===== src/rtl/buscaminas_pkg.sv =====
// Shared minesweeper board types and constants.
// Board geometry, cell/count widths and placer FSM states.
package buscaminas_pkg;

  localparam int BOARD_W = 8;
  localparam int BOARD_H = 8;
  localparam int CELLS   = BOARD_W * BOARD_H;

  typedef logic [5:0] cell_idx_t;
  typedef logic [3:0] adj_t;

  typedef enum logic [1:0] {
    IDLE,
    PLACE,
    COUNT,
    DONE
  } placer_state_t;

endpackage


===== src/rtl/neighbour_count.sv =====
// Combinational 8-neighbour bomb count for one cell.
// Board edges are masked; rows never wrap into each other.
module neighbour_count
  import buscaminas_pkg::*;
(
  input  logic [CELLS-1:0] map,
  input  cell_idx_t        idx,
  output adj_t             count
);

  logic [2:0] row;
  logic [2:0] col;

  assign row = idx[5:3];
  assign col = idx[2:0];

  always_comb begin
    count = '0;
    for (int dr = -1; dr <= 1; dr++) begin
      for (int dc = -1; dc <= 1; dc++) begin
        if ((dr != 0 || dc != 0) &&
            int'(row) + dr >= 0 &&
            int'(row) + dr < BOARD_H &&
            int'(col) + dc >= 0 &&
            int'(col) + dc < BOARD_W) begin
          count = count + {3'b000,
            map[(int'(row) + dr) * BOARD_W
                + int'(col) + dc]};
        end
      end
    end
  end

endmodule


===== src/rtl/bomb_placer.sv =====
// Places unique random bombs on the board, then builds
// the per-cell neighbour counts behind a registered read port.
module bomb_placer
  import buscaminas_pkg::*;
#(
  parameter int MAX_BOMBS = 16,
  parameter int MAX_TRIES = 255
) (
  input  logic             clk,
  input  logic             rst,
  input  logic             start,
  input  logic [4:0]       num_bombs,
  output logic             rand_en,
  input  cell_idx_t        rand_val,
  output logic             busy,
  output logic             ready,
  output logic             error,
  output logic [4:0]       bombs_placed,
  output logic [CELLS-1:0] bomb_map,
  input  cell_idx_t        rd_addr,
  output logic             rd_bomb,
  output adj_t             rd_adj
);

  localparam logic [4:0] BOMB_LIM = 5'(MAX_BOMBS);
  localparam logic [7:0] TRY_LIM  = 8'(MAX_TRIES);

  placer_state_t state;
  placer_state_t state_nxt;

  logic [4:0] target;
  logic [4:0] tgt_in;
  logic [7:0] tries;
  logic [6:0] cnt;
  logic       free;
  adj_t       nc;
  adj_t       adj [CELLS];

  assign tgt_in = (num_bombs > BOMB_LIM) ? BOMB_LIM : num_bombs;
  assign free   = ~bomb_map[rand_val];
  assign busy   = (state == PLACE) || (state == COUNT);
  assign ready  = (state == DONE);

  neighbour_count u_nc (
    .map   (bomb_map),
    .idx   (cnt[5:0]),
    .count (nc)
  );

  always_comb begin
    state_nxt = state;
    rand_en   = 1'b0;
    unique case (state)
      IDLE, DONE: begin
        if (start)
          state_nxt = (tgt_in == 5'd0) ? COUNT : PLACE;
      end
      PLACE: begin
        rand_en = 1'b1;
        if (free && (bombs_placed + 5'd1 == target))
          state_nxt = COUNT;
        else if (!free && (tries == TRY_LIM - 8'd1))
          state_nxt = COUNT;
      end
      COUNT: begin
        if (cnt[6])
          state_nxt = DONE;
      end
      default: state_nxt = IDLE;
    endcase
  end

  // cnt walks 0..63 writing counts; cnt==64 is the commit cycle
  always_ff @(posedge clk) begin
    if (!rst) begin
      state        <= IDLE;
      target       <= '0;
      tries        <= '0;
      cnt          <= '0;
      error        <= 1'b0;
      bombs_placed <= '0;
      bomb_map     <= '0;
      rd_bomb      <= 1'b0;
      rd_adj       <= '0;
      for (int i = 0; i < CELLS; i++)
        adj[i] <= '0;
    end else begin
      state   <= state_nxt;
      rd_bomb <= bomb_map[rd_addr];
      rd_adj  <= adj[rd_addr];
      unique case (state)
        IDLE, DONE: begin
          if (start) begin
            bomb_map     <= '0;
            bombs_placed <= '0;
            error        <= 1'b0;
            tries        <= '0;
            cnt          <= '0;
            target       <= tgt_in;
          end
        end
        PLACE: begin
          if (free) begin
            bomb_map[rand_val] <= 1'b1;
            bombs_placed       <= bombs_placed + 5'd1;
            tries              <= '0;
          end else begin
            tries <= tries + 8'd1;
            if (tries == TRY_LIM - 8'd1)
              error <= 1'b1;
          end
        end
        COUNT: begin
          if (!cnt[6])
            adj[cnt[5:0]] <= nc;
          cnt <= cnt + 7'd1;
        end
        default: ;
      endcase
    end
  end

endmodule


===== config.mk =====
export PLATFORM = sky130hd
export DESIGN_NAME = bomb_placer
export DESIGN_NICKNAME = d
export VERILOG_FILES = /design/src/rtl/buscaminas_pkg.sv /design/src/rtl/neighbour_count.sv /design/src/rtl/bomb_placer.sv
export SDC_FILE = /design/constraint.sdc
export NUM_CORES = 1
export LEC_CHECK = 0
export ABC_AREA = 0
export CORE_MARGIN = 8
export CORE_UTILIZATION = 50
export CTS_CLUSTER_SIZE = 25
export DETAILED_ROUTE_END_ITERATION = 6
export DONT_BUFFER_PORTS = 1
export GPL_TIMING_DRIVEN = 0
export PLACE_DENSITY_LB_ADDON = 0.1
export SLEW_MARGIN = 25
export SYNTH_ARGS = -nofsm -noshare
export SYNTH_HDL_FRONTEND = slang
export SYNTH_SLANG_ARGS = --single-unit

===== constraint.sdc =====
create_clock -name clk -period 18.3 [get_ports clk]
set_input_delay 4.575 -clock clk [delete_from_list [all_inputs] [get_ports clk]]
set_output_delay 4.575 -clock clk [all_outputs]
set_load 0.1 [all_outputs]

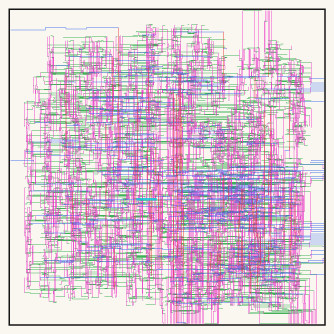
Fig. 1. Routed metal, one color a layer.
Scale: 1.5 px per um.
[metal 2] magenta | wire length: 28.4 mm
[metal 4] red | wire length: 2230 um
[metal 1] green | wire length: 23.4 mm
[metal 5] cyan | wire length: 12.0 um
[metal 3] blue | wire length: 6230 um
Routed WL: 60280 um
GR Util All Layers: 0.2748
via count of the routed design: 14.30k
DR WL/cell: 27.63 um

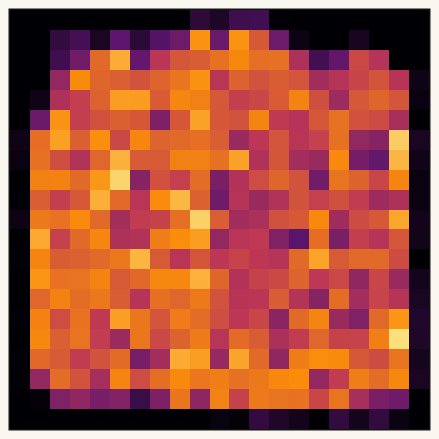
Fig. 2. Cell density map.
Scale: 2 px per um. 21 x 21 tiles, from black (low) to pale yellow (high), 0 to 100% covered.
nearly empty tiles: 14%
mean over tiles: 46%
fullest tile: 93%
tiles over 75% full: 7.9%
Core Density at Floorplan: 0.5027
Placeable Area: 0.03722 mm2
final core utilization: 0.5603

-- sequential cells by signal (all words and copies together) (netlist names) --
signal,cells
error,1
rd_bomb,1
cnt,7
adj,256
rd_adj,4
bomb_map,64
state,2
tries,8
target,5
bombs_placed,5
-- layer usage --
metal  track usage  vias up
li1              -     6157
met1        0.3669     7141
met2        0.4414      832
met3       0.06071      165
met4       0.09259        2
met5             0        -
-- per-stage QoR --
stage	hold WS (ps)	util	area, um2	cells	total power, mW
2_1_floorplan	456.1	-	18710	1628	1.191
3_3_place_gp	471.2	0.5186	19300	2102	1.302
3_5_place_dp	483.3	0.5245	19520	2110	1.312
4_1_cts	500.9	0.5596	20830	2182	2.112
5_1_grt	534.9	0.5603	20860	2182	2.170
6_report	498.6	0.5603	20860	2182	2.108
==> flow_metrics.py <==
# Physical implementation metrics
metrics = {
    "final_layout": {
        "buffer_area_frac": 0.02556,
        "final_net_count": 1726,
        "sh_comb_area": 0.4137,
        "nonClockInverterCount": 21,
        "filler_cell_count": 3184,
        "n_clock_buffer": 52,
    },
    "critical_path": {
        "timing.critical_path.from": "cnt[1]",
        "cp.depth": 36,
        "worstPathMaxFanout": 10,
        "cpPeakStageDelay_ps": 650,
        "startpoint_type": "flop",
        "worst_r2r_endpoint": "adj[0][2]",
        "worstPathRequired_ps": 18600,
    },
    "synth": {
        "yosys_stat_chip_area_mm2": 0.01871,
        "post_synthesis_xor_xnor_area_fraction": 0.01498,
        "syn-num-nets": 1677,
        "synth_stat.cells": 1628,
        "top_comb_family_area": "multiplexers",
        "async_flop_share": 0,
        "netlist-cell-type-count": 66,
        "postSynth.topFlopCell": "edfxtp_1",
        "yosysTopAreaCellShare": 0.4108,
        "yosys.cell_count.top_type": "nor2_1",
    },
    "detailed_routing": {
        "first_iter_violations": 1637,
        "drc": 0,
        "routed-wl-met2_um": 28360,
    },
    "outcome": {
        "outcome": "finished clean",
    },
    "clocking": {
        "post_cts_buffers": 0,
        "worst_setup_hold_path_clk_slew_ps": 60,
        "insertion_delay_ps": 580,
        "clock_tree.root_cell": "clkbuf_16",
        "cts.repair.resized": 0,
    },
    "power": {
        "net-switching-power_uw": 630.2,
        "combinationalPower_uw": 364,
        "static-leakage-power_nw": 6.786,
        "cell_internal_pwr_mw": 1.478,
    },
    "sta": {
        "grt_setup_unrepaired": "no",
        "largest_clock_skew_in_the_final_design_ps": 21.22,
        "finalSetupTns_ps": 0,
        "final_period_minus_worst_setup_slack_ps": 9592,
    },
    "die": {
        "std_cell_rows": 71,
        "floorplan.die.height_um": 209.5,
    },
    "place": {
        "detailedPlace.worstSlack_ps": 8633,
    },
    "min_path": {
        "min_from": "target[4]",
        "worstHoldEndpoint": "target[4]",
        "min_delay_path_depth": 2,
    },
    "global_routing": {
        "grt_start_max_net_pins": 14,
    },
}
Power figures rest on the tool's default switching activity, not on a simulated workload.
